### config.mk
export PLATFORM = sky130hd
export DESIGN_NAME = parity_unit
export DESIGN_NICKNAME = d
export VERILOG_FILES = /design/src/rtl/parity_unit.sv
export SDC_FILE = /design/constraint.sdc
export NUM_CORES = 1
export LEC_CHECK = 0
export CAP_MARGIN = 10
export CORE_MARGIN = 3
export CORE_UTILIZATION = 25
export CTS_CLUSTER_SIZE = 25
export DETAILED_ROUTE_END_ITERATION = 8
export GPL_ROUTABILITY_DRIVEN = 0
export HOLD_SLACK_MARGIN = 0.02
export PLACE_DENSITY = 0.54
export SYNTH_ARGS = -nofsm -noshare
export SYNTH_HDL_FRONTEND = slang
export SYNTH_SLANG_ARGS = --single-unit
### constraint.sdc
create_clock -name i_clk -period 2.11 [get_ports i_clk]
set_input_delay 0.422 -clock i_clk [delete_from_list [all_inputs] [get_ports i_clk]]
set_output_delay 0.422 -clock i_clk [all_outputs]
set_load 0.01 [all_outputs]
### src/rtl/parity_unit.sv
// Registered parity generator/checker with a saturating mismatch counter.
// Every output comes straight from a flop; one cycle of latency.
module parity_unit #(
    parameter int BW_DATA = 8,
    parameter int BW_CNT  = 16
) (
    input  logic               i_clk,
    input  logic               i_rst,
    input  logic [BW_DATA-1:0] i_A,
    input  logic               i_vld,
    input  logic               i_odd,
    input  logic               i_chk,
    input  logic               i_par,
    input  logic               i_clr,
    output logic               o_Y,
    output logic               o_vld,
    output logic               o_err,
    output logic [BW_CNT-1:0]  o_err_cnt
);

    logic              par_c;
    logic              mis_c;
    logic              y_d,   y_q;
    logic              vld_d, vld_q;
    logic              err_d, err_q;
    logic [BW_CNT-1:0] cnt_d, cnt_q;

    // Parity and mismatch detection; y holds when no word is accepted.
    always_comb begin
        par_c = (^i_A) ^ i_odd;
        mis_c = i_vld & i_chk & (i_par != par_c);
        y_d   = i_vld ? par_c : y_q;
        vld_d = i_vld;
        err_d = mis_c;
    end

    // Error counter: clear beats a same-edge mismatch; saturate at all-ones.
    always_comb begin
        cnt_d = cnt_q;
        if (i_clr) begin
            cnt_d = '0;
        end else if (mis_c && (cnt_q != '1)) begin
            cnt_d = cnt_q + BW_CNT'(1);
        end
    end

    // Output registers, cleared immediately by reset.
    always_ff @(posedge i_clk or posedge i_rst) begin
        if (i_rst) begin
            y_q   <= 1'b0;
            vld_q <= 1'b0;
            err_q <= 1'b0;
            cnt_q <= '0;
        end else begin
            y_q   <= y_d;
            vld_q <= vld_d;
            err_q <= err_d;
            cnt_q <= cnt_d;
        end
    end

    assign o_Y       = y_q;
    assign o_vld     = vld_q;
    assign o_err     = err_q;
    assign o_err_cnt = cnt_q;

endmodule

==> run summary, run 1 <==
synthesized area divided by synthesized cell count: 9.63 sq um
routed vias: 962
cell count after placement: 197
slack of the worst reg-to-reg path: 0.12 ns
footprint of the multi-input gates: 632 sq um
Largest stage delay, worst path: 0.42 ns
kind of start point of the critical path: input pin
number of enable-type register cells in the synthesized netlist: 0
Die Outline Area: 5010 sq um
number of gates on the worst path with buffers counted: 7
met2 Use GR: 0.193
Top Family by Delay on Critical Path: simple AND/OR/NAND/NOR gates
number of buffers created by CTS: 3
result of the run: finished clean
leading cell type in the layout, fill and taps excluded: clkdlybuf4s50_1
path type of the worst setup path: input pin to flip-flop
CTS hold repair buffers: 0
fin area: 1640 sq um
pre-CTS setup slack: -0.518 ns
Post-DP Area: 1510 sq um
worst flop-to-flop path endpoint: o_err_cnt[10]
final hold slack: 0.496 ns
cell breakdown of the critical path: clkdlybuf4s15_1, xnor2_2, xnor2_2, xnor3_1, or3_4, or4_4, a21oi_2
peak clock frequency supported by timing: 487 MHz
Synth Net Count: 125
CP Data Arrival Time: 2.23 ns
fraction of layout cells with a size suffix above 1: 0.248
number of global-route vias before repair: 1025
vias per inst: 4.79
peak supply drop: 0.182 mV
warnings from Yosys: 0
top cells by instance count after synthesis: 19 x dfrtp_1, 18 x nor2_1, 15 x xnor2_1
largest net degree at the start of global routing: 20
number of well taps: 48
detailed placement HPWL: 1960 microns
final hold violation count: 0
antenna violation net count after detailed routing: 0
postcts setup bufs: 1
number of max-cap violations: 0
combinational gate count: 81
top layer in use: met4
first-pass iteration count of the detailed router: 4
Worst Reg2Reg Path Length in Cells: 7
-- run 1: where the power goes --
| part | total [mW] | switching [mW] | internal [mW] |
|---|---|---|---|
| clock network | 0.252 | 0.121 | 0.131 |
| registers | 0.389 | 0.00762 | 0.381 |
| logic | 0.273 | 0.129 | 0.143 |
-- run 1: state kept, by name, summed over array words and instances, names as in the netlist --
signal and count:
o_Y 1, o_err 1, o_err_cnt 16, o_vld 1
-- run 1: kinds of logic (layout without fill, tap and decap cells) --
logic type,count (synthesis),after routing,share of synthesized area
and+or+nand+nor,53,53,0.255
xor gates and xnor gates,19,19,0.186
DFF,19,19,0.453
buffers and inverters,9,53,0.0334
AOI/OAI and AO/OA,6,6,0.0405
muxes,2,2,0.0203
adders and majority gates,1,1,0.0119
==> run_1/wire_density.png <==
The bar under the picture is 20 microns long. 14 x 14 tiles, from white (low) to dark blue (high), scaled to the fullest tile. Values are wire area over tile area, all layers added.
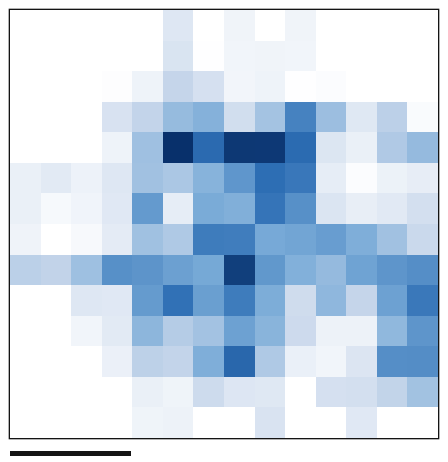
tiles over half the peak	19%
fullest tile	0.37
densest ninth of the die	middle
per-cell routed wire length: 13.3 microns
global-route usage over all layers: 0.115

==> run_1/final_clocks.png <==
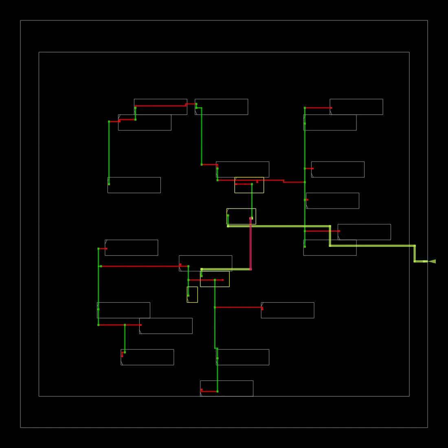
latest clock arrival within the worst-skew pair: 0.25 ns
Clock Sinks: 19
clock skew: 0.00285 ns

==> run_1/zoom.png <==
Region (15, 15) to (55, 55) microns. Cells in gray, sequential cells in the stronger gray; small squares are vias.
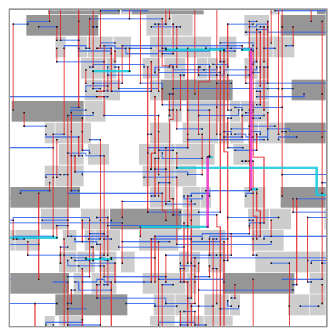
layer	color
met4	magenta
met1	blue
met2	red
met3	cyan
sequential cells in the window	11
cells with their middle in the window	93
most frequent	nor2_1 (12), buf_4 (12), dfrtp_1 (11)
netlist names of flops here include	o_err_cnt (9)

==> run_1/met3.png <==
Cells faint in the background.
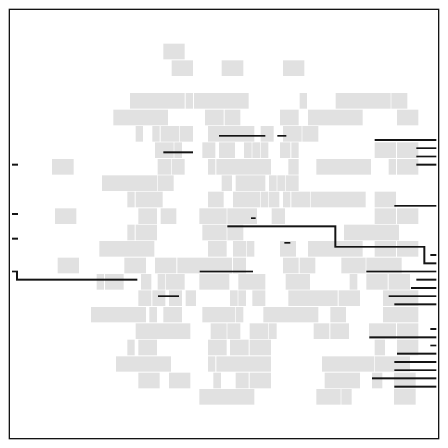

==> inputs of run 2 (changes only) <==
--- a/config.mk
+++ b/config.mk
@@ -6,12 +6,13 @@
 export NUM_CORES = 1
 export LEC_CHECK = 0
 export CAP_MARGIN = 10
-export CORE_MARGIN = 3
+export CORE_MARGIN = 5
 export CORE_UTILIZATION = 25
 export CTS_CLUSTER_SIZE = 25
 export DETAILED_ROUTE_END_ITERATION = 8
 export GPL_ROUTABILITY_DRIVEN = 0
 export HOLD_SLACK_MARGIN = 0.02
+export MAX_ROUTING_LAYER = met4
 export PLACE_DENSITY = 0.54
 export SYNTH_ARGS = -nofsm -noshare
 export SYNTH_HDL_FRONTEND = slang
==> run_2/met3.png <==
Cells faint in the background.
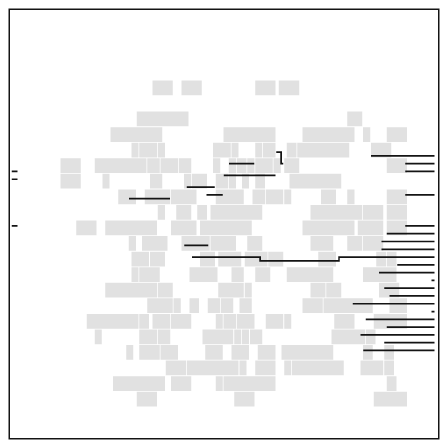
nets with wire on the layer	30
wire length on this layer	235 microns
main direction	horizontal
share of all routed wire	8.3%
wire length after detailed routing: 2840 microns
fraction of met3 tracks used by global routing: 0.0294
routed vias: 972

==> run 2 against run 1 <==
Against the previous run: final area shrank 1.3%; via count is 1.0% higher; setup slack improved by 0.0026 ns; area after synthesis unchanged; total power up 0.57%; combinational power about the same; register-to-register slack about the same; global-route usage is 0.69 points lower; synthesized cell count unchanged; final cell count increased by 1.0%; die area grew 12%; largest cell class unchanged.
==> run summary, run 2 <==
slack of the worst reg-to-reg path: 0.11 ns
first-pass iteration count of the detailed router: 4
Clock Sinks: 19
footprint of the multi-input gates: 628 sq um
Sw Share: 0.283
CP Data Arrival Time: 2.22 ns
clock skew: 0.00531 ns
combinational gate count: 81
Int Power: 0.659 mW
number of max-cap violations: 0
Largest stage delay, worst path: 0.44 ns
number of well taps: 50
xor-xnor portion of the synthesized cell area: 0.186
Clk pwr share: 0.276
proportion of power drawn by combinational gates: 0.301
number of buffers created by CTS: 3
antenna violation net count after detailed routing: 0
simple logic cell fraction of the synthesized area: 0.255
kind of start point of the critical path: input pin
largest net degree at the start of global routing: 20
fin area: 1620 sq um
number of enable-type register cells in the synthesized netlist: 0
result of the run: finished clean
per-cell routed wire length: 14.0 microns
Post-DP Area: 1500 sq um
detailed placement HPWL: 2040 microns
final hold violation count: 0
warnings from Yosys: 0
pre-CTS setup slack: -0.515 ns
portion of netlist area occupied by mux cells: 0.0203
run 2: cell counts after synthesis:
No cell type changed its count.
run 2: critical path, delay by kind of cell:
kind	cells	cell delay, ns
AOI/OAI and AO/OA	1	0.15
xor gates and xnor gates	3	0.80
buffers and inverters	1	0.09
and+or+nand+nor	2	0.76
run 2: power groups by stage:
stage / Combinational (mW) / Sequential [mW] / Clock (mW)
after detailed placement: 0.252 / 0.397 / 0
final: 0.276 / 0.389 / 0.253
after global routing: 0.297 / 0.392 / 0.285
after global placement: 0.249 / 0.395 / 0
after CTS: 0.270 / 0.389 / 0.267
after floorplan: 0.114 / 0.408 / 0
==> inputs of run 3 (changes only) <==
--- a/config.mk
+++ b/config.mk
@@ -11,7 +11,6 @@
 export CTS_CLUSTER_SIZE = 25
 export DETAILED_ROUTE_END_ITERATION = 8
 export GPL_ROUTABILITY_DRIVEN = 0
-export HOLD_SLACK_MARGIN = 0.02
 export MAX_ROUTING_LAYER = met4
 export PLACE_DENSITY = 0.54
 export SYNTH_ARGS = -nofsm -noshare
==> run_3/final_clocks.png <==
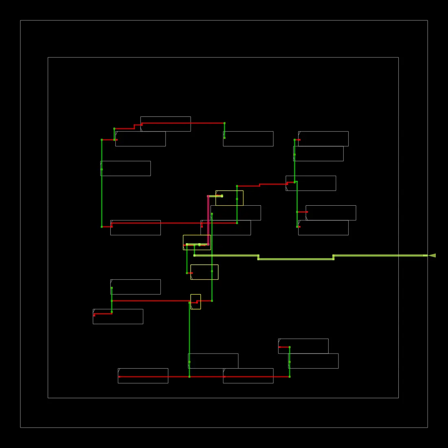
clock distribution power: 0.253 mW
latest clock arrival within the worst-skew pair: 0.26 ns
number of buffers created by CTS: 3
clock skew: 0.00531 ns
layout sequential cell count: 19

==> run 3 against run 2 <==
Against the previous run: largest power group unchanged; highest routed layer unchanged; die area did not move; final area did not move; count of clock-buffer cells in the layout did not move; non-clock buffer count did not move.
==> run summary, run 3 <==
result of the run: finished clean
Worst Reg2Reg Path Length in Cells: 7
peak clock frequency supported by timing: 488 MHz
Synth Net Count: 125
number of gates on the worst path with buffers counted: 7
slack of the worst reg-to-reg path: 0.11 ns
CTS hold repair buffers: 0
vias per inst: 4.79
leading cell type in the layout, fill and taps excluded: clkdlybuf4s50_1
largest net degree at the start of global routing: 20
Post-DP Area: 1500 sq um
per-cell routed wire length: 14.0 microns
met2 Use GR: 0.186
final hold violation count: 0
Sw Share: 0.283
CP Data Arrival Time: 2.22 ns
global-route usage over all layers: 0.108
top cells by instance count after synthesis: 19 x dfrtp_1, 18 x nor2_1, 15 x xnor2_1
Int Power: 0.659 mW
sequential-cell power consumption: 0.389 mW
## run 3: cell counts after synthesis
No cell type changed its count.
## run 3: kinds of logic after synthesis
| group | Yosys count | synth area share |
|---|---|---|
| AND/OR/NAND/NOR | 53 | 0.255 |
| XOR/XNOR | 19 | 0.186 |
| flip-flops | 19 | 0.453 |
| buffers and inverters | 9 | 0.0334 |
| AND-OR/OR-AND | 6 | 0.0405 |
| multiplexers | 2 | 0.0203 |
| adder cells (fa/ha/maj) | 1 | 0.0119 |
## run 3: cell type report
cell class	count	area [sq um]	share of cell area
multi-input cells	81	628	0.388
flip-flops and latches	19	475	0.293
repair buffers	46	397	0.245
well taps	50	62.6	0.0386
clock buffers	3	41.3	0.0255
inverters	3	11.3	0.00695
clock inverters	1	5.00	0.00309
Power figures rest on the tool's default switching activity, not on a simulated workload.
